--- src/rtl/mips_cpu_muldiv.sv ---
// Multi-cycle multiply/divide unit with architectural HI/LO registers.
// 32-iteration shift-add multiply / restoring divide, then a one-cycle sign fix-up.
module mips_cpu_muldiv (
  input  logic        clk,
  input  logic        reset,
  input  logic        start,
  input  logic [2:0]  op,
  input  logic [31:0] a,
  input  logic [31:0] b,
  output logic        busy,
  output logic        done,
  output logic [31:0] hi,
  output logic [31:0] lo
);

  typedef enum logic [1:0] {IDLE, RUN, FIX} state_t;

  state_t      state, state_n;
  logic [4:0]  cnt;
  logic        is_div, neg, rneg;
  logic [31:0] ma, mb, araw;
  logic [63:0] acc;
  logic [32:0] rem;

  logic        sgn;
  logic [31:0] abs_a, abs_b;
  logic [32:0] mul_sum;
  logic [32:0] div_sh;
  logic [33:0] div_diff;
  logic        borrow;
  logic [63:0] prod;
  logic [31:0] q_fix, r_fix;

  always_comb begin
    state_n = state;
    case (state)
      IDLE:    if (start && !op[2]) state_n = RUN;
      RUN:     if (cnt == 5'd31) state_n = FIX;
      FIX:     state_n = IDLE;
      default: state_n = IDLE;
    endcase
  end

  always_comb begin
    sgn      = ~op[0];
    abs_a    = (sgn && a[31]) ? (~a + 32'd1) : a;
    abs_b    = (sgn && b[31]) ? (~b + 32'd1) : b;
    // Multiply: acc[31:0] holds the remaining multiplier bits, acc[63:32] the partial product.
    mul_sum  = {1'b0, acc[63:32]} + (acc[0] ? {1'b0, ma} : '0);
    // Divide: acc[31:0] shifts the dividend out and the quotient in.
    div_sh   = {rem[31:0], acc[31]};
    div_diff = {1'b0, div_sh} - {2'b00, mb};
    borrow   = div_diff[33];
    prod     = neg  ? (~acc + 64'd1) : acc;
    q_fix    = neg  ? (~acc[31:0] + 32'd1) : acc[31:0];
    r_fix    = rneg ? (~rem[31:0] + 32'd1) : rem[31:0];
  end

  always_ff @(posedge clk) begin
    if (!reset) begin
      state <= IDLE;
      cnt   <= '0;
      hi    <= '0;
      lo    <= '0;
      busy  <= 1'b0;
      done  <= 1'b0;
    end else begin
      state <= state_n;
      done  <= 1'b0;
      case (state)
        IDLE: begin
          if (start) begin
            case (op)
              3'd0, 3'd1, 3'd2, 3'd3: begin
                is_div <= op[1];
                ma     <= abs_a;
                mb     <= abs_b;
                araw   <= a;
                neg    <= sgn & (a[31] ^ b[31]);
                rneg   <= sgn & a[31];
                acc    <= op[1] ? {32'd0, abs_a} : {32'd0, abs_b};
                rem    <= '0;
                cnt    <= '0;
                busy   <= 1'b1;
              end
              3'd4:    hi <= a;
              3'd5:    lo <= a;
              default: ;
            endcase
          end
        end
        RUN: begin
          cnt <= cnt + 5'd1;
          if (is_div) begin
            rem        <= borrow ? div_sh : div_diff[32:0];
            acc[31:0]  <= {acc[30:0], ~borrow};
          end else begin
            acc <= {mul_sum, acc[31:1]};
          end
        end
        FIX: begin
          busy <= 1'b0;
          done <= 1'b1;
          if (is_div) begin
            if (mb == 32'd0) begin
              hi <= araw;
              lo <= '1;
            end else begin
              hi <= r_fix;
              lo <= q_fix;
            end
          end else begin
            hi <= prod[63:32];
            lo <= prod[31:0];
          end
        end
        default: ;
      endcase
    end
  end

endmodule

--- config.mk ---
export PLATFORM = sky130hd
export DESIGN_NAME = mips_cpu_muldiv
export DESIGN_NICKNAME = d
export VERILOG_FILES = /design/src/rtl/mips_cpu_muldiv.sv
export SDC_FILE = /design/constraint.sdc
export NUM_CORES = 1
export LEC_CHECK = 0
export CORE_ASPECT_RATIO = 0.8
export CORE_MARGIN = 8
export CORE_UTILIZATION = 30
export CTS_BUF_LIST = sky130_fd_sc_hd__clkbuf_8
export DETAILED_ROUTE_END_ITERATION = 8
export HOLD_SLACK_MARGIN = 0.1
export SLEW_MARGIN = 20
export SYNTH_ARGS = -nofsm -noshare
export SYNTH_HDL_FRONTEND = slang
export SYNTH_SLANG_ARGS = --single-unit
--- constraint.sdc ---
create_clock -name clk -period 4.2 [get_ports clk]
set_input_delay 0.84 -clock clk [delete_from_list [all_inputs] [get_ports clk]]
set_output_delay 0.84 -clock clk [all_outputs]
set_load 0.05 [all_outputs]
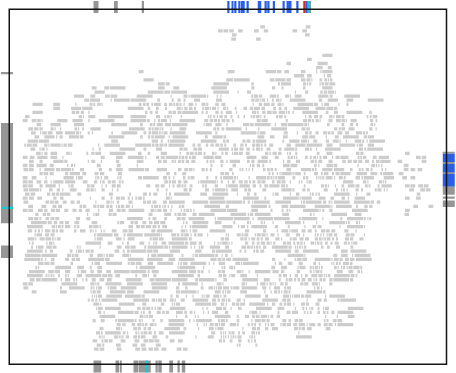
*Pin map*
(1.5 px per um) Pins as bars across the die edge, other pins in gray.
legend:
  op:
    color: cyan
    pins: 3
    direction: input
    edge: 1 south, 1 west, 1 north
  busy:
    color: red
    pins: 1
    direction: output
    edge: north
  hi:
    color: blue
    pins: 32
    direction: output
    edge: 18 north, 14 east
all pins by edge: 56 west, 28 north, 27 south, 25 east

==> results.cfg <==
; generated from flow reports
[run_status]
run_status = finished, final reports clean

[synthesis]
yosysTopAreaCell = edfxtp_1
logic_family = AND-OR/OR-AND gates
postSynthSeqShare = 0.4030
mux_area_frac = 0.04463
ys_cells = 1959
edf_count = 194
area_leaders = edfxtp_1, dfxtp_1, xnor2_1
netlist_area_um2 = 18080
avgSynthCellArea_um2 = 9.230
ys.flop_type = edfxtp_1
top_cell = edfxtp_1
ys_sh_adder = 0.05065
ys_area_um2 = 18080
synth_xor_xnor_area_share = 0.09881
async_flop_share = 0
synth.net_count = 2101
synth.cellmix.simpleShare = 0.1670

[placement]
dp.cells = 2836
placed_cell_area_um2 = 20590
place_congestion = 0.9929

[timing]
timing.final.crit_share = 0.9157
rsz0062_at_grt = no
final_hold_viol_count = 0
relSlewSlack = 0.3715
whs_ps = 467.6
setup-tns-final_ps = 0
fin_crit_ps = 3846
clock_skew_ps = 36.63
worst_pin_slew_ps = 940.5
fin_ws_ps = 353.9

[clocking]
post_cts_resized = 0
cts_buffer_depth = 3
cts_tree = built
clock_latency_ps = 610
cts.sinks = 267
ctsHoldBuffers = 0
clockRootBuffer = clkbuf_8

[routing]
wl_met3_um = 7552
top_layer = met5
final_antenna_net_count = 0
drt-pass1-iter-count = 5
route.met2.wl_um = 28850
drcViolationCount = 0
wl_met1_um = 31080

[global_route]
grt_overflow_total = 0
busiest_layer = met2
grt_start_max_net_pins = 68

[layout]
final_nets = 2250
areaGrowthSynthToFinish_pct = 19.24
final_cell_mix = edfxtp_1, nand2_1, nor2_1
instances_no_fill = 2926

[die]
ioPinCount = 136
design.core.area_um2 = 59660
fp.dieArea_um2 = 68440
row_count = 80
fp-utilization = 0.3031
die_x_um = 290.5
die_h_um = 235.6

[worst_setup_path]
timing.rr.end = acc[61]
startpoint_type = flip-flop
startpoint = acc[0]
path_cells = buf_4 > and2_1 > fa_1 > a21oi_1 > o21ai_0 > a21oi_1 > o31ai_1 > a21o_1 > o311ai_0 > a21boi_0 > o21ai_0 > nor3b_1
crit_arrival_ps = 4260
r2r_start = acc[0]

[pwr]
swShare = 0.3060
seqPwrFrac = 0.447
p_int_mw = 4.814
peakVddDrop_mv = 0.2132
power_density_nw_per_um2 = 321.7

[flow_run]
max_cap_viol_count = 0

[hold_path]
hp-class = flip-flop to flip-flop
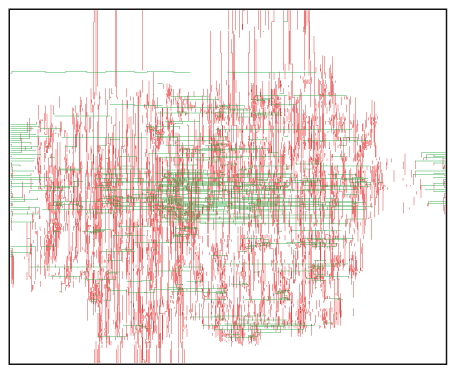
*Wiring by layer*
(1.5 px per um) Two of the layers only.
legend:
  metal 2:
    color: red
    wire_length: 28.9 mm
  metal 3:
    color: green
    wire_length: 7550 um
vias: 16385
DR WL/cell: 23.70 um
total wire length: 69350 um
total track usage: 0.1931

## how the worst min path moves through the flow
stage | from | to | slack, ps | depth (start not counted)
detailed placement | lo[21] | lo[21] | 450 | 2
floorplan | cnt[3] | cnt[3] | 470 | 2
CTS | lo[26] | lo[26] | 470 | 2
finish | lo[26] | lo[26] | 470 | 2
global route | lo[26] | lo[26] | 490 | 2
global placement | lo[24] | lo[24] | 450 | 2
## state kept, by name, indices dropped and copies added (netlist names)
register	count
lo	32
rneg	1
neg	1
cnt	5
hi	32
state	2
mb	32
acc	64
araw	31
ma	32
rem	32
is_div	1
busy	1
done	1
## cell type report
cell class / count / area [um^2]
well taps: 779 / 974.7
fillers: 6080 / 38100
clock buffers: 59 / 812.0
multi-input cells: 1518 / 10170
inverters: 69 / 259.0
clock inverters: 31 / 155.1
repair buffers: 203 / 1902
flip-flops and latches: 267 / 7287
## power groups by stage
| stage | clock, mW | sequential [mW] | combinational [mW] |
|---|---|---|---|
| global placement | 0 | 3.15 | 1.29 |
| finish | 2.50 | 3.10 | 1.33 |
| global route | 2.67 | 3.11 | 1.43 |
| detailed placement | 0 | 3.15 | 1.31 |
| floorplan | 0 | 3.15 | 0.773 |
| CTS | 2.56 | 3.10 | 1.31 |
## worst max-delay path: cells and delay by family, from the launching register on
family          cells  cell delay [ps]
buf+inv             1              280
simple gates        2              430
compound gates      8             1970
fa+ha+maj           1              430
flops               1              550
## cell families (layout without fill, tap and decap cells)
group / Yosys count / count (layout)
AND/OR/NAND/NOR: 615 / 615
XOR/XNOR: 204 / 204
flip-flops: 267 / 267
multiplexers: 77 / 77
buffers and inverters: 174 / 362
adder cells (fa/ha/maj): 72 / 72
AND-OR/OR-AND: 550 / 550
Power and IR drop assume default switching activity.
